[src/rtl/alu_ram_sequencer.sv]
// Sequences one ALU operation against a single-port synchronous RAM per command:
// read A, read B, execute, write back, then report the result and flags.
//
// state   | meaning
// S_IDLE  | ready for a command, latches op and addresses on accept
// S_RD_A  | present operand A address to RAM
// S_RD_B  | present operand B address, capture operand A data
// S_EXEC  | drive ALU with A and B data, register result/flags
// S_WRITE | write result to destination (suppressed for illegal ops)
// S_DONE  | pulse done (and err for illegal ops), flags visible
module alu_ram_sequencer #(
    parameter int ADDR_W = 4,
    parameter int DATA_W = 8
) (
    input  logic              clk,
    input  logic              rst_n,
    input  logic              i_cmd_valid,
    output logic              o_cmd_ready,
    input  logic [2:0]        i_cmd_op,
    input  logic [ADDR_W-1:0] i_cmd_addr_a,
    input  logic [ADDR_W-1:0] i_cmd_addr_b,
    input  logic [ADDR_W-1:0] i_cmd_addr_d,
    output logic [ADDR_W-1:0] o_ram_addr,
    output logic              o_ram_we,
    output logic [DATA_W-1:0] o_ram_wdata,
    input  logic [DATA_W-1:0] i_ram_rdata,
    output logic [DATA_W-1:0] o_alu_in0,
    output logic [DATA_W-1:0] o_alu_in1,
    output logic [2:0]        o_alu_select,
    input  logic [DATA_W-1:0] i_alu_result,
    input  logic              i_alu_zero,
    input  logic              i_alu_carry,
    output logic              o_done,
    output logic              o_err,
    output logic [DATA_W-1:0] o_result,
    output logic              o_zero_flag,
    output logic              o_carry_flag
);

    typedef enum logic [2:0] {
        S_IDLE  = 3'd0,
        S_RD_A  = 3'd1,
        S_RD_B  = 3'd2,
        S_EXEC  = 3'd3,
        S_WRITE = 3'd4,
        S_DONE  = 3'd5
    } state_t;

    state_t              r_state;
    state_t              w_next;
    logic [2:0]          r_op;
    logic [ADDR_W-1:0]   r_addr_a;
    logic [ADDR_W-1:0]   r_addr_b;
    logic [ADDR_W-1:0]   r_addr_d;
    logic [DATA_W-1:0]   r_op_a;
    logic [DATA_W-1:0]   r_res;
    logic                r_zero;
    logic                r_carry;
    logic [DATA_W-1:0]   r_result;
    logic                r_zero_flag;
    logic                r_carry_flag;
    logic                w_legal;
    logic                w_accept;

    assign w_legal  = (r_op <= 3'd4);
    assign w_accept = i_cmd_valid && o_cmd_ready;

    always_ff @(posedge clk or negedge rst_n) begin
        if (!rst_n) begin
            r_state      <= S_IDLE;
            r_op         <= '0;
            r_addr_a     <= '0;
            r_addr_b     <= '0;
            r_addr_d     <= '0;
            r_op_a       <= '0;
            r_res        <= '0;
            r_zero       <= 1'b0;
            r_carry      <= 1'b0;
            r_result     <= '0;
            r_zero_flag  <= 1'b0;
            r_carry_flag <= 1'b0;
        end else begin
            r_state <= w_next;
            if (w_accept) begin
                r_op     <= i_cmd_op;
                r_addr_a <= i_cmd_addr_a;
                r_addr_b <= i_cmd_addr_b;
                r_addr_d <= i_cmd_addr_d;
            end
            if (r_state == S_RD_B) begin
                r_op_a <= i_ram_rdata;
            end
            // Illegal ops report result 0 / zero 1 without trusting the ALU output.
            if (r_state == S_EXEC) begin
                r_res   <= w_legal ? i_alu_result : '0;
                r_zero  <= w_legal ? i_alu_zero : 1'b1;
                r_carry <= (r_op == 3'd0) && i_alu_carry;
            end
            if (r_state == S_WRITE) begin
                r_result     <= r_res;
                r_zero_flag  <= r_zero;
                r_carry_flag <= r_carry;
            end
        end
    end

    always_comb begin
        w_next       = r_state;
        o_cmd_ready  = 1'b0;
        o_ram_addr   = '0;
        o_ram_we     = 1'b0;
        o_ram_wdata  = '0;
        o_alu_in0    = '0;
        o_alu_in1    = '0;
        o_alu_select = 3'd0;
        o_done       = 1'b0;
        o_err        = 1'b0;
        case (r_state)
            S_IDLE: begin
                o_cmd_ready = rst_n;
                if (w_accept) begin
                    w_next = S_RD_A;
                end
            end
            S_RD_A: begin
                o_ram_addr = r_addr_a;
                w_next     = S_RD_B;
            end
            S_RD_B: begin
                o_ram_addr = r_addr_b;
                w_next     = S_EXEC;
            end
            S_EXEC: begin
                o_alu_in0    = r_op_a;
                o_alu_in1    = i_ram_rdata;
                o_alu_select = r_op;
                w_next       = S_WRITE;
            end
            S_WRITE: begin
                if (w_legal) begin
                    o_ram_addr  = r_addr_d;
                    o_ram_we    = 1'b1;
                    o_ram_wdata = r_res;
                end
                w_next = S_DONE;
            end
            S_DONE: begin
                o_done = 1'b1;
                o_err  = !w_legal;
                w_next = S_IDLE;
            end
            default: w_next = S_IDLE;
        endcase
    end

    assign o_result     = r_result;
    assign o_zero_flag  = r_zero_flag;
    assign o_carry_flag = r_carry_flag;

endmodule
[config.mk]
export PLATFORM = sky130hd
export DESIGN_NAME = alu_ram_sequencer
export DESIGN_NICKNAME = d
export VERILOG_FILES = /design/src/rtl/alu_ram_sequencer.sv
export SDC_FILE = /design/constraint.sdc
export NUM_CORES = 1
export LEC_CHECK = 0
export CAP_MARGIN = 5
export CORE_ASPECT_RATIO = 1.4
export CORE_MARGIN = 2
export CORE_UTILIZATION = 41
export CTS_BUF_LIST = sky130_fd_sc_hd__clkbuf_8
export DETAILED_ROUTE_END_ITERATION = 8
export PLACE_DENSITY = 0.88
export SYNTH_ARGS = -nofsm -noshare
export SYNTH_HDL_FRONTEND = slang
export SYNTH_SLANG_ARGS = --single-unit
[constraint.sdc]
create_clock -name clk -period 1.5 [get_ports clk]
set_input_delay 0.375 -clock clk [delete_from_list [all_inputs] [get_ports clk]]
set_output_delay 0.375 -clock clk [all_outputs]
set_load 0.05 [all_outputs]
Run 1, wires at chosen ports, followed through buffers:
Scale: 3 px per um.
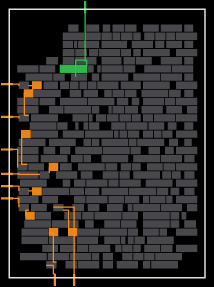
legend:
  i_alu_result:
    color: orange
    bits: 8
    direction: input
    end_cells: 8
    buffers: 8
    wire: 119 um
  o_zero_flag:
    color: green
    bits: 1
    direction: output
    end_cells: 1
    buffers: 1
    wire: 28.0 um

Run 1, clock distribution:
Scale: 4 px per um.
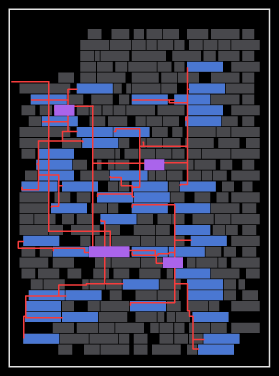
legend:
  flip-flops:
    color: blue
    count: 46
  clock wires:
    color: red
    length: 524 um
  clock drivers:
    color: purple
    count: 5
routed clock nets: 6
flops lie: widely spread

==> Slide: Implementation Results, run 1 <==
Implementation Results

Run status
  • Status: finished, violations left
  • Failing checks: negative setup slack

Power and ir drop
  • Logic pwr share: 64.5%
  • Switching pwr: 3.45 mW
  • Power Density: 2120 nW/um^2
  • Worst IR Drop VDD: 1430 uV
  • Power Internal: 5.23 mW
  • Net Sw Frac: 39.7%

STA
  • Max-slew violation count: 0
  • Fin crit period: 2.08 ns
  • Fmax: 481 MHz
  • Worst Clk Skew: 0.00787 ns
  • PnR worst setup slack: -0.581 ns
  • Period utilization: 139%
  • Unrepaired setup endpoints after global routing: yes
  • Relative slew slack: 62.3%
  • Final setup violation count: 76
  • Worst Tran Pin Value: 0.565 ns

Finish
  • Non-clock buffers: 119
  • Flop count: 46
  • Fillcell total: 248
  • Area of the multi-input gates: 1140 sq um
  • Ant. Diodes: 0
  • Largest cell class by area: buffers
  • Total Nets Final: 312
  • Clk tree area frac: 2.23%
  • Inverters: 1
  • Final core utilization: 83.3%
  • Layout non-clock buf frac: 39.8%
  • Area grow syn2layout: 93.7%
  • FF/Latch Area: 1150 sq um

Clock tree
  • H-Tree Depth: 2
  • Clock slew at reported path FFs: 0.08 ns
  • Post-cts hold buffer count: 0
  • Root Driver: clkbuf_8
  • CTS tree: yes
  • Clk sinks: 46
  • Clk_lat worst skew: 0.30 ns
  • Total CTS buffers: 5

Worst setup path
  • Setup crit start kind: register
  • CP max FO: 6
  • Critical path data arrival time: 1.71 ns
  • Worst Setup SP: r_state[1]
  • R2r setup slk: -0.25 ns
  • Reg2reg end: o_result[7]
  • Worst r2r src: r_state[0]
  • CP endpoint kind: output port
  • Critical path endpoint: o_ram_addr[3]
  • Crit path DRT: 1.12 ns

Synth
  • Async set or reset register ratio after synthesis: 100%
  • Ys Warns: 0
  • Largest cells by area: dfrtp_1, mux2_2, mux2_4
  • Cell Type Count: 28
  • Synth Register Bits: 46
  • Area leader, netlist: dfrtp_1
  • Seq share, synth: 54.4%
  • Ys flop type: dfrtp_1
  • Post-Synthesis Cell Area: 2120 sq um
  • Mean post-synth cell area: 13.1 sq um
  • Synthesized instance count: 161
  • Number of enable flip-flop cells: 0
  • Area share, top type: 54.4%

Global routing
  • Total track usage: 22.4%
  • First-pass GRT wire length: 9620 um
  • Total grt overflow: 0
  • Largest net degree at the start of global routing: 47
  • Vias in the first global route: 1922

Placement
  • Gpl congestion: 0.730
  • IO buf count: 80

Run
  • Max cap viols: 0
  • Stage-log warning count: 29

Routing
  • Post-route ant nets: 0
  • Pre-antenna DRT Iters: 4
  • Final WL: 6520 um
  • Via count: 1731
  • Initial detailed-routing violation count: 57
  • WL per Instance: 19.1 um
  • Via density: 5.08

Floorplanning
  • Die area: 5760 sq um
  • FP Util: 43.0%
  • Die Wd: 64.7 um
  • Rows: 30
  • Die H: 89.0 um
  • Well Taps: 64

Worst hold path
  • Hold Crit Class: in2async
Run 1, local utilization:
Scale: 4 px per um. The die is cut into 6 by 9 equal tiles; dark blue is low, red is high, 0 to 100% covered.
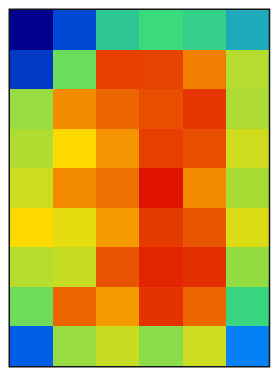
emptiest ninth of the die: upper left
mean over tiles: 70%
fullest tile: 98%
tiles over 75% full: 48%
nearly empty tiles: 1.9%
densest ninth of the die: center

Run 1, the metal 3 layer:
Scale: 6 px per um.
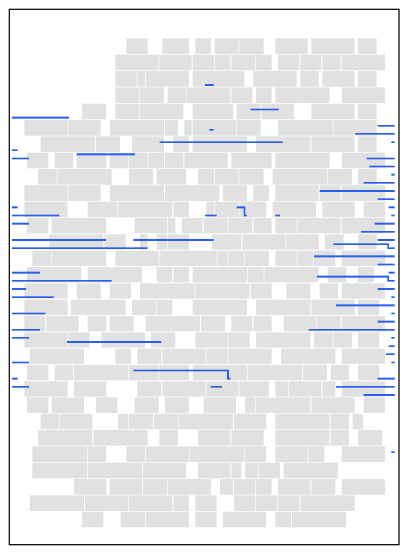
share of all routed wire: 5.1%
nets with wire on the layer: 57
wire length on this layer: 333 um

-- run 1: cells in the final DEF (no fill, tap or decap), types with 2 or more instances in the layout --
| master | count |
|---|---|
| dfrtp_1 | 45 |
| buf_12 | 45 |
| clkdlybuf4s50_1 | 34 |
| mux2_4 | 25 |
| and2_4 | 21 |
| buf_6 | 21 |
| buf_4 | 16 |
| and3_4 | 8 |
| mux2_2 | 8 |
| a22o_1 | 8 |
| clkbuf_8 | 6 |
| a22oi_1 | 4 |
| nand2_2 | 4 |
| nor3b_4 | 2 |
| nand3_2 | 2 |
| and3b_2 | 2 |
| nand3_1 | 2 |
| nand2_8 | 2 |
| inv_1 | 2 |
| nor2_1 | 2 |
| buf_8 | 2 |
-- run 1: registers in the layout, indices dropped and copies added, names as in the netlist --
register,cells
o_carry_flag,1
o_result,8
o_zero_flag,1
r_addr_a,4
r_addr_b,4
r_addr_d,4
r_carry,1
r_op,3
r_op_a,8
r_res,8
r_state,3
r_zero,1
-- run 1: Yosys cell counts (2+ instances only) --
cell type / n
dfrtp_1: 46
mux2_2: 23
and2_1: 21
mux2_4: 10
a22o_1: 8
and3_1: 8
clkbuf_1: 5
nand2_1: 5
a22oi_1: 4
nand3_1: 4
buf_2: 3
buf_6: 3
a211oi_1: 2
and3b_1: 2
nor2_1: 2
nor3b_1: 2
o21ai_0: 2
-- run 1: power by group through the flow --
stage	logic [mW]	registers, mW	clock network [mW]
after floorplan	2.29	2.55	0
after global placement	4.76	2.23	0
after detailed placement	4.87	2.29	0
final	5.60	2.32	0.762
after global routing	5.83	2.38	0.828
after CTS	5.15	2.27	0.784
-- run 1: critical path, stage by stage, from the launching register on --
cell and delay [ns]:
dfrtp_1 0.40, buf_6 0.13, nor3b_2 0.14, buf_4 0.16, a22oi_1 0.28, nand2_2 0.12
buf_12 0.16
-- run 1: cell families (layout without fill, tap and decap cells) --
| group | count (synthesis) | count (layout) | synth area share [%] |
|---|---|---|---|
| xor gates and xnor gates | 1 | 1 | 0.414 |
| and+or+nand+nor | 51 | 52 | 16.0 |
| DFF | 46 | 46 | 54.4 |
| buffers and inverters | 13 | 128 | 3.73 |
| AOI/OAI and AO/OA | 17 | 17 | 6.15 |
| muxes | 33 | 33 | 19.3 |
-- run 1: timing repair --
action | 4_1_cts | 5_1_grt
gates resized | 22 | 36
cloned | 2 | 0
setup buffers | 8 | 9
setup endpoints to repair | 65 | 78
pin swaps | 3 | 12
-- run 1: routing by layer --
layer / wire length, um / GRT usage [%] / vias to the layer above
li1: - / - / 795
met2: 3600 / 41.0 / 66
met4: 155 / 9.86 / 0
met1: 2440 / 24.0 / 859
met3: 332 / 6.17 / 11
met5: 0 / 0 / -
-- run 1: per-stage QoR --
stage / power [mW] / setup slack, ns / hold WS (ns) / instance area (sq um) / TNS, ns
after detailed placement: 7.15 / -0.349 / 0.494 / 3660 / -7.48
after CTS: 8.20 / -0.540 / 0.241 / 3910 / -21.16
after global placement: 6.98 / -0.310 / 0.470 / 3660 / -5.51
after floorplan: 4.84 / -0.494 / 0.0794 / 2230 / -10.89
final: 8.68 / -0.581 / 0.230 / 4100 / -23.99
after global routing: 9.04 / -0.631 / 0.279 / 4100 / -27.04
Run 1, track usage over the die:
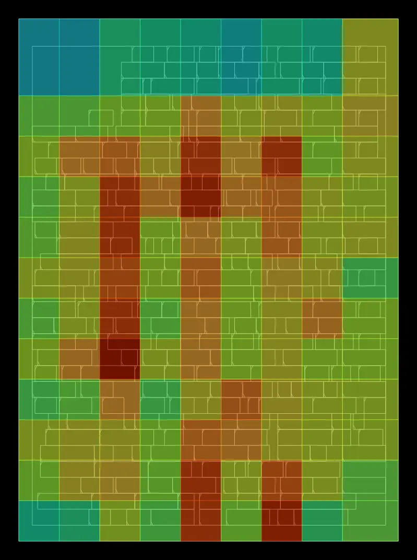

--- run 2 (diff from run 1) ---
==> constraint.sdc (replaced) <==
create_clock -name clk -period 1.7 [get_ports clk]
set_input_delay 0.425 -clock clk [delete_from_list [all_inputs] [get_ports clk]]
set_output_delay 0.425 -clock clk [all_outputs]
set_load 0.05 [all_outputs]
Run 2, track usage over the die:
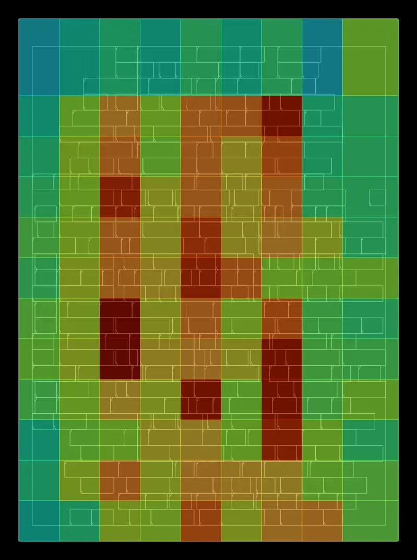
WL per Instance: 18.1 um
grt met3 use: 3.02%
met2 global-route usage: 39.5%
total track usage: 21.3%
met1 usage: 24.5%

==> run 2 against run 1 <==
- synthesized cell count unchanged
- non-clock buffer count fell by 13
- largest cell class unchanged
- utilization down 6.7 points
- the run still ends with negative setup slack left
==> Slide: Implementation Results, run 2 <==
Implementation Results

Run status
  • Status: finished, violations left
  • Failing checks: negative setup slack

Worst setup path
  • CP max FO: 7 (+1)
  • Critical path data arrival time: 1.56 ns (-0.15 ns)
  • Crit path DRT: 1.27 ns (+0.15 ns)

Placement
  • Place WS: -0.0971 ns (+0.252 ns)
  • Gpl congestion: 0.724 (-0.82%)
  • Post-DP Area: 3490 sq um (-4.6%)
  • IO buf count: 80 (unchanged)

Synth
  • Mux share: 19.3% (unchanged)
  • Area leader, netlist: dfrtp_1
  • Ys flop type: dfrtp_1
  • Largest cells by area: dfrtp_1, mux2_2, mux2_4
  • Logic family by area: multiplexers
  • Post-Synth Simple-Gate Area: 16.0% (unchanged)
  • Top-count cell post-synth: dfrtp_1
  • Most instantiated cells after synthesis: dfrtp_1, mux2_2, and2_1
  • Synth Register Bits: 46 (unchanged)
  • Post-Synthesis Cell Area: 2120 sq um (unchanged)
  • Number of enable flip-flop cells: 0 (unchanged)
  • Mean post-synth cell area: 13.1 sq um (unchanged)
  • Async set or reset register ratio after synthesis: 100% (unchanged)
  • Cell Type Count: 28 (unchanged)
  • Seq share, synth: 54.4% (unchanged)
  • Area share, top type: 54.4% (unchanged)

Power and ir drop
  • Worst IR Drop VDD: 1020 uV (-29%)
  • Net Sw Frac: 40.9% (+1.2 points)
  • Power Density: 1860 nW/um^2 (-12%)
  • Switching pwr: 2.87 mW (-17%)
  • Logic pwr share: 59.7% (-4.8 points)
  • Power Internal: 4.14 mW (-21%)

Floorplanning
  • Die Wd: 64.7 um (unchanged)
  • Die H: 89.0 um (unchanged)
  • Rows: 30 (unchanged)
  • FP Util: 43.0% (unchanged)
  • Die area: 5760 sq um (unchanged)

STA
  • Period utilization: 117%
  • Fin crit period: 1.98 ns
  • Max-slew violation count: 0 (unchanged)
  • Worst Clk Skew: 0.0126 ns (+0.00468 ns)
  • Worst Tran Pin Value: 0.579 ns (+0.0138 ns)
  • Final setup violation count: 35 (-54%)
  • PnR worst setup slack: -0.281 ns (+0.300 ns)
  • Relative slew slack: 61.4% (-0.92 points)
  • Fmax: 505 MHz

Routing
  • Pre-antenna DRT Iters: 4 (unchanged)
  • Initial detailed-routing violation count: 45 (-21%)
  • Final WL: 5930 um (-9.0%)
  • Post-route ant nets: 0 (unchanged)
  • Via density: 5.14 (+1.3%)
  • Via count: 1687 (-2.5%)

Finish
  • Area grow syn2layout: 78.2%
  • Most numerous logic cells after layout: dfrtp_1, buf_12, clkdlybuf4s50_1
  • Most numerous logic cell after layout: dfrtp_1
  • Final instance area: 3770 sq um (-8.0%)
  • Total Nets Final: 299 (-4.2%)
  • Ant. Diodes: 0 (unchanged)

Global routing
  • Vias in the first global route: 1812 (-5.7%)
  • First-pass GRT wire length: 9210 um (-4.2%)
  • GR peak layer: met2
  • Total grt overflow: 0 (unchanged)
  • Largest net degree at the start of global routing: 47 (unchanged)

Clock tree
  • Clock slew at reported path FFs: 0.09 ns (about the same)
  • Post-cts hold buffer count: 0 (unchanged)
  • CTS tree: yes
  • Clk_lat worst skew: 0.30 ns (about the same)
  • Clk sinks: 46 (unchanged)
  • H-Tree Depth: 2 (unchanged)

Worst hold path
  • Hold Crit Class: in2async

Run
  • Stage-log warning count: 29 (unchanged)
-- run 2: cell counts after synthesis --
Identical to the previous run, type by type.
-- run 2: what timing repair did --
item,4_1_cts,5_1_grt
gates resized,20,17
hold endpoints to repair,0,0
setup endpoints to repair,45,54
pin swaps,7,9
buffers inserted,6,0
gates cloned,1,2
-- run 2: worst paths after layout --
kind	endpoint	startpoint	slack (ns)	depth (start not counted)
max in group asynchronous	r_state[1]	rst_n	1.03	2
max	o_ram_addr[2]	r_state[0]	-0.28	5
min	r_addr_b[3]	rst_n	0.24	2
max reg2reg	r_op[0]	r_state[0]	0.04	5
min in group clk	o_result[1]	o_result[1]	0.51	1
min reg2reg	o_result[1]	o_result[1]	0.51	1
-- run 2: metal layers --
metal / vias to the layer above / share of wire (%)
met3: 16 / 2.7
met2: 49 / 56
met5: - / 0
met1: 854 / 38
met4: 0 / 3.2
li1: 768 / -
-- run 2: logic make-up (layout without fill, tap and decap cells) --
family,count (synthesis),in the layout
AND-OR/OR-AND,17,17
XOR/XNOR,1,1
buffers and inverters,13,115
flip-flops,46,46
multiplexers,33,33
AND/OR/NAND/NOR,51,52
-- run 2: worst max-delay path, cell delays in order (launching register included) --
cell and delay [ns]:
dfrtp_2 0.47, nor3b_2 0.25, buf_4 0.21, a22oi_2 0.09, nand2_2 0.10, buf_12 0.14
-- run 2: final cells by class --
type	instances	area (sq um)
multi-input cells	103	1050
clock buffers	5	68.8
well taps	64	80.1
flip-flops and latches	46	1150
repair buffers	106	1370
clock inverters	3	41.3
inverters	1	3.75
fillers	279	1150
-- run 2: per-stage QoR --
step	util, %	TNS, ns	hold WS (ns)	std cells	power, mW
global placement	71.0	0	0.482	311	5.73
detailed placement	71.0	-0.200	0.488	311	5.88
finish	76.7	-8.20	0.236	328	7.01
floorplan	-	-5.06	0.129	161	4.19
CTS	75.5	-8.30	0.249	326	6.90
global route	76.7	-9.93	0.285	328	7.30
-- run 2: power groups by stage --
stage | combinational [mW] | sequential [mW] | clock, mW
6_report | 4.19 | 2.03 | 0.798
3_3_place_gp | 3.79 | 1.94 | 0
5_1_grt | 4.36 | 2.08 | 0.854
3_5_place_dp | 3.87 | 2.01 | 0
4_1_cts | 4.10 | 1.99 | 0.805
2_1_floorplan | 1.95 | 2.24 | 0
No activity file was given, so power comes from the tool's default toggle rates.
